Design mio_bus_arbiter, sky130hd; sources not shown.
**Run 1: placed cells, one colour a class**

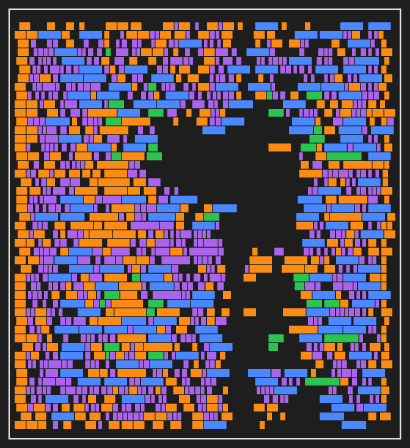
| colour | class | cells | share of their area |
|---|---|---|---|
| orange | remaining buffers and delay cells | 377 | 36% |
| purple | combinational and other logic | 660 | 32% |
| green | clock drivers and dummy loads | 32 | 4.0% |
| blue | sequential cells | 140 | 28% |
total non-filler cell area in the finished layout: 10400 um2
Seq area share: 27.2%
Std-Cell Rows: 47
area of the core: 15300 um2
end-of-flow core utilization: 68.1%

**Run 1: routing congestion map**

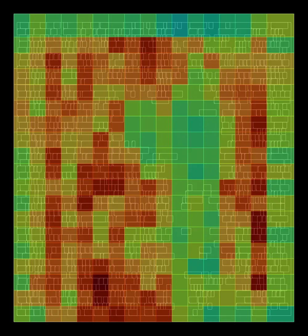
met3 Use GR: 7.57%
met2 global-route usage: 47.3%
routed wire length per instance: 17.1 um
highest-utilization routing layer at the global route stage: met2

**Run 1: port wiring**

The bar under the picture is 20 um long.
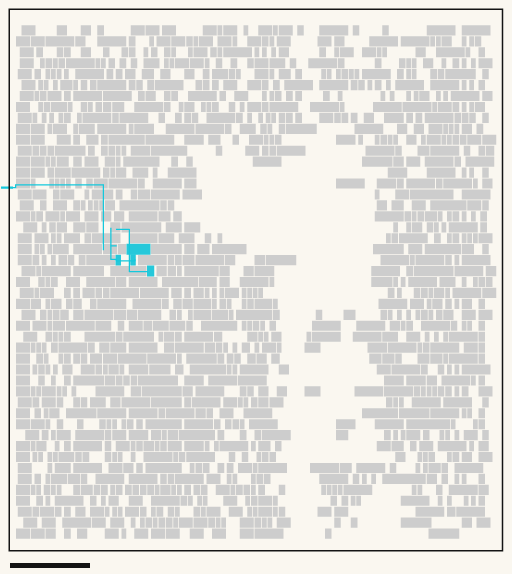
| colour | port | direction | end cells | buffers | wire |
|---|---|---|---|---|---|
| cyan | m0_req | input | 4 | 2 | 73.8 um |
IO Port Bufs: 301
boundary pin count: 302

==> qor.tcl, run 1 <==
set qor(grt_util_all_layers_pct) 26.2
set qor(grt_start_max_net_pins) 74
set qor(ys.flops) 140
set qor(clockRootBuffer) {sky130_fd_sc_hd__clkbuf_8}
set qor(clock_power_share_pct) 18.5
set qor(antenna_found_initial) 0
set qor(routed-via-count) 7355
set qor(floorplan.die.height_um) 134
set qor(ant_nets) 0
set qor(max_slew_margin_pct) 71.9
set qor(ys_seq_share_pct) 46.4
set qor(worst_hold_depth) 2
set qor(tritoncts) {yes}
set qor(worst_setup_hold_path_clk_slew_ps) 80
set qor(achievable-frequency_ghz) 0.589
set qor(fin_ws_ps) -197
set qor(drt-total-wl_mm) 24.1
set qor(crit_required_ps) 1810
set qor(failed_checks) {setup timing}
set qor(critPathCaptureType) {flop}
set qor(clock_latency_on_the_worst_skew_pair_ps) 430
set qor(path_class) {reg2reg}
set qor(leakage_nw) 4.68
set qor(worst_ir_drop_vdd_mv) 0.839
set qor(slew_violations) 0
set qor(timing.setup.tns_ps) -8450
set qor(cts_made_buffers) 17
set qor(maxCapViolations) 0
set qor(synth_area_per_cell_um2) 6.96
set qor(ys_warn_count) 0
set qor(flow.area_growth_from_synthesis_pct) 72.3
set qor(final-setup-viol-count) 84
set qor(post_synth_inst_count) 869
set qor(number_of_global_route_vias_before_repair) 6759
set qor(post_route_cells_drive_above_1_share_pct) 28.5
set qor(clock_path_buffers) 2
set qor(floorplan.die.width_um) 122
set qor(grt_setup_unrepaired) {true}
set qor(ratio_of_final_minimum_period_to_clock_period_pct) 113
set qor(tool_warnings) 35
set qor(cp_slowest_cell) {sky130_fd_sc_hd__dfxtp_4}
set qor(die_area_um2) 16400
set qor(worst-r2r-setup-slack_ps) -200
set qor(first_iter_violations) 428
set qor(grt_pass1_wl_mm) 33.5
set qor(status) {finished, violations left}
-- run 1: power groups by stage --
| stage | Combinational, W | Clock [W] | Sequential [W] |
|---|---|---|---|
| 6_report | 0.00901 | 0.00318 | 0.00499 |
| 5_1_grt | 0.00952 | 0.00340 | 0.00507 |
| 4_1_cts | 0.00711 | 0.00323 | 0.00493 |
| 3_5_place_dp | 0.00683 | 0 | 0.00503 |
| 3_3_place_gp | 0.00670 | 0 | 0.00499 |
| 2_1_floorplan | 0.00265 | 0 | 0.00590 |
-- run 1: placed cells by master, fill, tap and decap left out, drive strengths merged, types with 8 or more instances in the layout --
cell	n
a21oi	73
buf	204
clkbuf	27
clkdlybuf4s50	163
dfxtp	140
ha	8
inv	21
nand2	214
nand3	140
nor2	137
o21ai	68
-- run 1: repair_timing --
item                                    CTS  global route
resized                                 556           196
pin swaps                                 1            27
endpoints found under the setup margin  264           194
hold buffers                              0             0
cloned                                    5            11
buffers inserted                          4            11
-- run 1: logic make-up (layout without fill, tap and decap cells) --
group           Yosys count  count (layout)  synth area share [%]
buf+inv                  87             427                  6.60
simple gates            493             493                  33.6
fa+ha+maj                 8               8                  1.66
compound gates          141             141                  11.7
flops                   140             140                  46.4
-- run 1: layer usage --
layer | wire length [um] | share of wire [%] | up-vias | GRT usage (%)
li1 | - | - | 3498 | -
met1 | 8550 | 35 | 3395 | 27.6
met3 | 2040 | 8.5 | 80 | 7.57
met2 | 12300 | 51 | 382 | 47.3
met4 | 1190 | 4.9 | 0 | 12.5
met5 | 0 | 0 | - | 0
-- run 1: final cells by class --
cell class	count	area [um2]
multi-input combinational	642	3200
tap	196	245
fill	1192	4870
clock buffer	17	234
sequential	140	2830
timing repair buffer	377	3650
inverter	18	77.6
clock inverter	15	174
-- run 1: stage by stage --
stage | setup WS [ps] | cells | hold WS, ps | total power [W] | util, %
floorplan | -0.166 | 869 | 404 | 0.00855 | -
global placement | -351 | 1343 | 405 | 0.0117 | 62.7
detailed placement | -440 | 1343 | 411 | 0.0119 | 62.7
CTS | -101 | 1384 | 421 | 0.0153 | 62.7
global route | -257 | 1405 | 442 | 0.0180 | 68.1
finish | -197 | 1405 | 430 | 0.0172 | 68.1
-- run 1: Yosys cell counts --
cell                       number  area (um2)
sky130_fd_sc_hd__nand2_1      214         803
sky130_fd_sc_hd__dfxtp_1      140        2800
sky130_fd_sc_hd__nand3_1      140         701
sky130_fd_sc_hd__nor2_1       137         514
sky130_fd_sc_hd__a21oi_1       73         365
sky130_fd_sc_hd__o21ai_0       67         335
sky130_fd_sc_hd__clkbuf_1      35         131
sky130_fd_sc_hd__buf_2         28         140
sky130_fd_sc_hd__inv_1         16        60.1
sky130_fd_sc_hd__ha_1           8         100
sky130_fd_sc_hd__buf_6          4        45.0
sky130_fd_sc_hd__buf_4          2        15.0
sky130_fd_sc_hd__inv_2          2        7.51
sky130_fd_sc_hd__nor3_1         1        5.00
sky130_fd_sc_hd__nor3_2         1        10.0
sky130_fd_sc_hd__o21ai_2        1        8.76
==> run 1 -> run 2 <==
==> constraint.sdc (replaced) <==
create_clock -name clk -period 1.5 [get_ports clk]
set_clock_uncertainty 0.05 [all_clocks]
set_input_delay 0.45 -clock clk [delete_from_list [all_inputs] [get_ports clk]]
set_output_delay 0.45 -clock clk [all_outputs]
set_load 0.005 [all_outputs]
**Run 2: port wiring**

The bar under the picture is 20 um long.
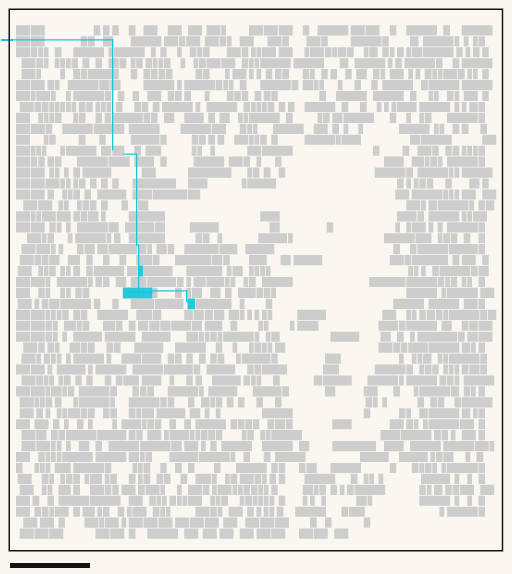
| colour | port | direction | end cells | buffers | wire |
|---|---|---|---|---|---|
| cyan | m0_req | input | 4 | 1 | 109 um |

==> run 2 against run 1 <==
Net effect: the run still ends with setup timing left; sequential power is 2% higher; global-route usage is 2.2 points lower; maximum frequency is 12% higher; clock-buffer cell count is 3 higher; largest power group unchanged; highest routed layer unchanged.
==> qor.tcl, run 2 <==
set qor(leakage_nw) 4.49
set qor(post-synth-top-count-cell) {sky130_fd_sc_hd__nand2_1}
set qor(antenna_found_initial) 0
set qor(dp_hpwl_mm) 14.2
set qor(worstHoldPathType) {reg2reg}
set qor(cts_hold_buf) 0
set qor(enable_flop_cells) 0
set qor(cts_made_buffers) 17
set qor(num_antenna_cells) 0
set qor(layout_min_cycle_time_ps) 1510
set qor(clock_latency_on_the_worst_skew_pair_ps) 430
set qor(critPathCaptureType) {flop}
set qor(ys.flops) 140
set qor(place_area_um2) 9420
set qor(post_synth_inst_count) 869
set qor(cell_count_in_the_yosys_report) 869
set qor(simple_gate_share_pct) 33.6
set qor(tritoncts_num_sinks) 140
set qor(yosysTopAreaCell) {sky130_fd_sc_hd__dfxtp_1}
set qor(post_route_cells_drive_above_1_share_pct) 34.1
set qor(top_level_ports) 302
set qor(slew_violations) 0
set qor(flow.area_growth_from_synthesis_pct) 64.3
set qor(worst_r2r_path_depth) 7
set qor(max_slew_margin_pct) 80.5
set qor(floorplan.nets) 1043
set qor(number_of_global_route_vias_before_repair) 6270
set qor(tool_warnings) 34
set qor(floorplan.die.height_um) 134
set qor(compound_area_share_pct) 11.7
set qor(startpoint_class) {flop}
set qor(fin_area_um2) 9930
set qor(worst_setup_hold_path_clk_slew_ps) 80
set qor(most_frequent_cells_after_synthesis) {sky130_fd_sc_hd__nand2_1 (214), sky130_fd_sc_hd__dfxtp_1 (140), sky130_fd_sc_hd__nand3_1 (140)}
set qor(total_number_of_nets_in_the_final_design) 1374
set qor(detail_route.drc_violations) 0
set qor(crit_path_max_fanout) 13
set qor(buffer_ports.inserted) 301
set qor(fin_ws_ps) -12.0
set qor(mostFrequentLayoutCell) {sky130_fd_sc_hd__nand2_1}
set qor(status) {finished, violations left}
set qor(grt_setup_unrepaired) {true}
set qor(post_synth_mux_area_share_pct) 0
set qor(clockRootBuffer) {sky130_fd_sc_hd__clkbuf_8}
set qor(dominantRegCellSynth) {sky130_fd_sc_hd__dfxtp_1}
set qor(synthDominantCellAreaShare_pct) 46.4
set qor(largest_combinational_cell_category_by_area) {simple AND/OR/NAND/NOR gates}
set qor(crit_required_ps) 1820
set qor(path_class) {reg2reg}
set qor(core-area_um2) 15300
set qor(drt-vias-per-instance) 5.06
set qor(leading_cell_types_in_the_layout_fill_and_taps_excluded) {sky130_fd_sc_hd__nand2_1 (209), sky130_fd_sc_hd__clkdlybuf4s50_1 (162), sky130_fd_sc_hd__nand3_1 (139), sky130_fd_sc_hd__nor2_1 (120), sky130_fd_sc_hd__dfxtp_2 (117)}
set qor(achievable-frequency_ghz) 0.661
set qor(final-setup-viol-count) 1
set qor(grt_start_max_net_pins) 65
set qor(worst_hold_depth) 2
set qor(fillerInstances) 1318
set qor(floorplan_utilization_pct) 39.5
set qor(clock_path_buffers) 2
set qor(ant_nets) 0
set qor(ratio_of_final_minimum_period_to_clock_period_pct) 101
set qor(floorplan.die.width_um) 122
set qor(synth_area_per_cell_um2) 6.96
set qor(logic_area_um2) 3010
set qor(routed-via-count) 7129
set qor(area.sequential_um2) 2960
set qor(floorplan.rows) 47
set qor(synth_area_um2) 6040
set qor(worst_ir_drop_vdd_mv) 0.731
set qor(netlist_top_cells_area) {sky130_fd_sc_hd__dfxtp_1 (46%), sky130_fd_sc_hd__nand2_1 (13%), sky130_fd_sc_hd__nand3_1 (12%), sky130_fd_sc_hd__nor2_1 (8.5%), sky130_fd_sc_hd__a21oi_1 (6.0%)}
set qor(power_per_cell_area_nw_per_um2) 1480
set qor(worst-r2r-setup-slack_ps) -10
set qor(holdWs_ps) 411
set qor(hold_violation_total_from_the_final_report) 0
set qor(total_power_w) 0.0147
set qor(maxCapViolations) 0
set qor(drt-total-wl_mm) 21.6
set qor(yosys.area_share.xor_xnor_pct) 0
set qor(area_share_of_fa_ha_maj_cells_after_synthesis_pct) 1.66
set qor(htree_levels) 4
set qor(failed_checks) {setup timing}
set qor(first_iter_violations) 370
set qor(timing.setup.tns_ps) -12.0
set qor(ys_seq_share_pct) 46.4
set qor(ys_warn_count) 0
set qor(grt_pass1_wl_mm) 30.8
set qor(postSynth.asyncResetShare_pct) 0
set qor(die_area_um2) 16400
set qor(tritoncts) {yes}
**Run 2: routing congestion map**

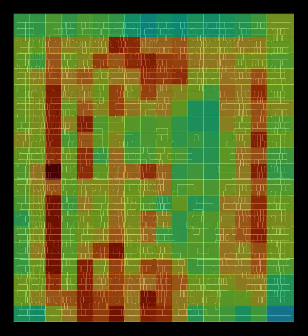
end-of-flow core utilization: 64.9%
routed wire length per instance: 15.4 um
met3 Use GR: 7.36%
met1 layer usage reported by global route: 25.7%
Overall Global Routing Usage: 24.1%

## run 2: cell count changes in the layout (fill, tap and decap cells not counted), sizes merged
cell / previous run / this run
buf: 204 / 163
inv: 21 / 18
clkinv: 5 / 6
dlygate4sd2: 0 / 1
clkinvlp: 4 / 2
clkbuf: 27 / 72
clkdlybuf4s50: 163 / 162
clkdlybuf4s15: 0 / 3
## run 2: final cells by class
type / instances / share of cell area (%)
clock buffers: 20 / 2.77
clock inverters: 11 / 1.44
inverters: 18 / 0.807
multi-input cells: 642 / 30.3
flip-flops and latches: 140 / 29.8
well taps: 196 / 2.47
repair buffers: 381 / 32.5
## run 2: repair_timing
action / 4_1_cts / 5_1_grt
endpoints found under the setup margin: 265 / 222
setup buffers: 12 / 21
pin swaps: 2 / 8
gates cloned: 2 / 6
gates resized: 533 / 159
hold endpoints to repair: 0 / 0
## run 2: metal layers
layer  routed length [um]  part of all wire [%]  track usage (%)
met5                    0                     0                0
met4                  641                   3.0             9.35
met3                 1790                   8.3             7.36
met2                11200                    52             43.6
met1                 8000                    37             25.7
## run 2: kinds of logic (layout without fill, tap and decap cells)
| logic type | Yosys count | count (layout) |
|---|---|---|
| flops | 140 | 140 |
| buf+inv | 87 | 430 |
| fa+ha+maj | 8 | 8 |
| compound gates | 141 | 141 |
| simple gates | 493 | 493 |
## run 2: worst max-delay path, stage by stage, from the launching register on
cell and delay, ps:
sky130_fd_sc_hd__dfxtp_4 400, sky130_fd_sc_hd__inv_6 50, sky130_fd_sc_hd__ha_4 170, sky130_fd_sc_hd__nor3_4 220, sky130_fd_sc_hd__buf_6 170, sky130_fd_sc_hd__buf_12 150, sky130_fd_sc_hd__nand2_1 90, sky130_fd_sc_hd__a21oi_2 150
## run 2: per-stage QoR
stage                     cells  setup slack [ps]
final                      1408             -12.0
after global routing       1408             -74.4
after CTS                  1381             -40.0
after detailed placement   1336              -573
after global placement     1336              -477
after floorplan             869              9.90
## run 2: report_power, final
part	switching [W]	total [W]	leakage, nW	internal, W
clock	0.00144	0.00320	0.210	0.00176
sequential	0.000440	0.00508	1.19	0.00464
combinational	0.00335	0.00641	3.08	0.00306
Power and IR drop assume default switching activity.
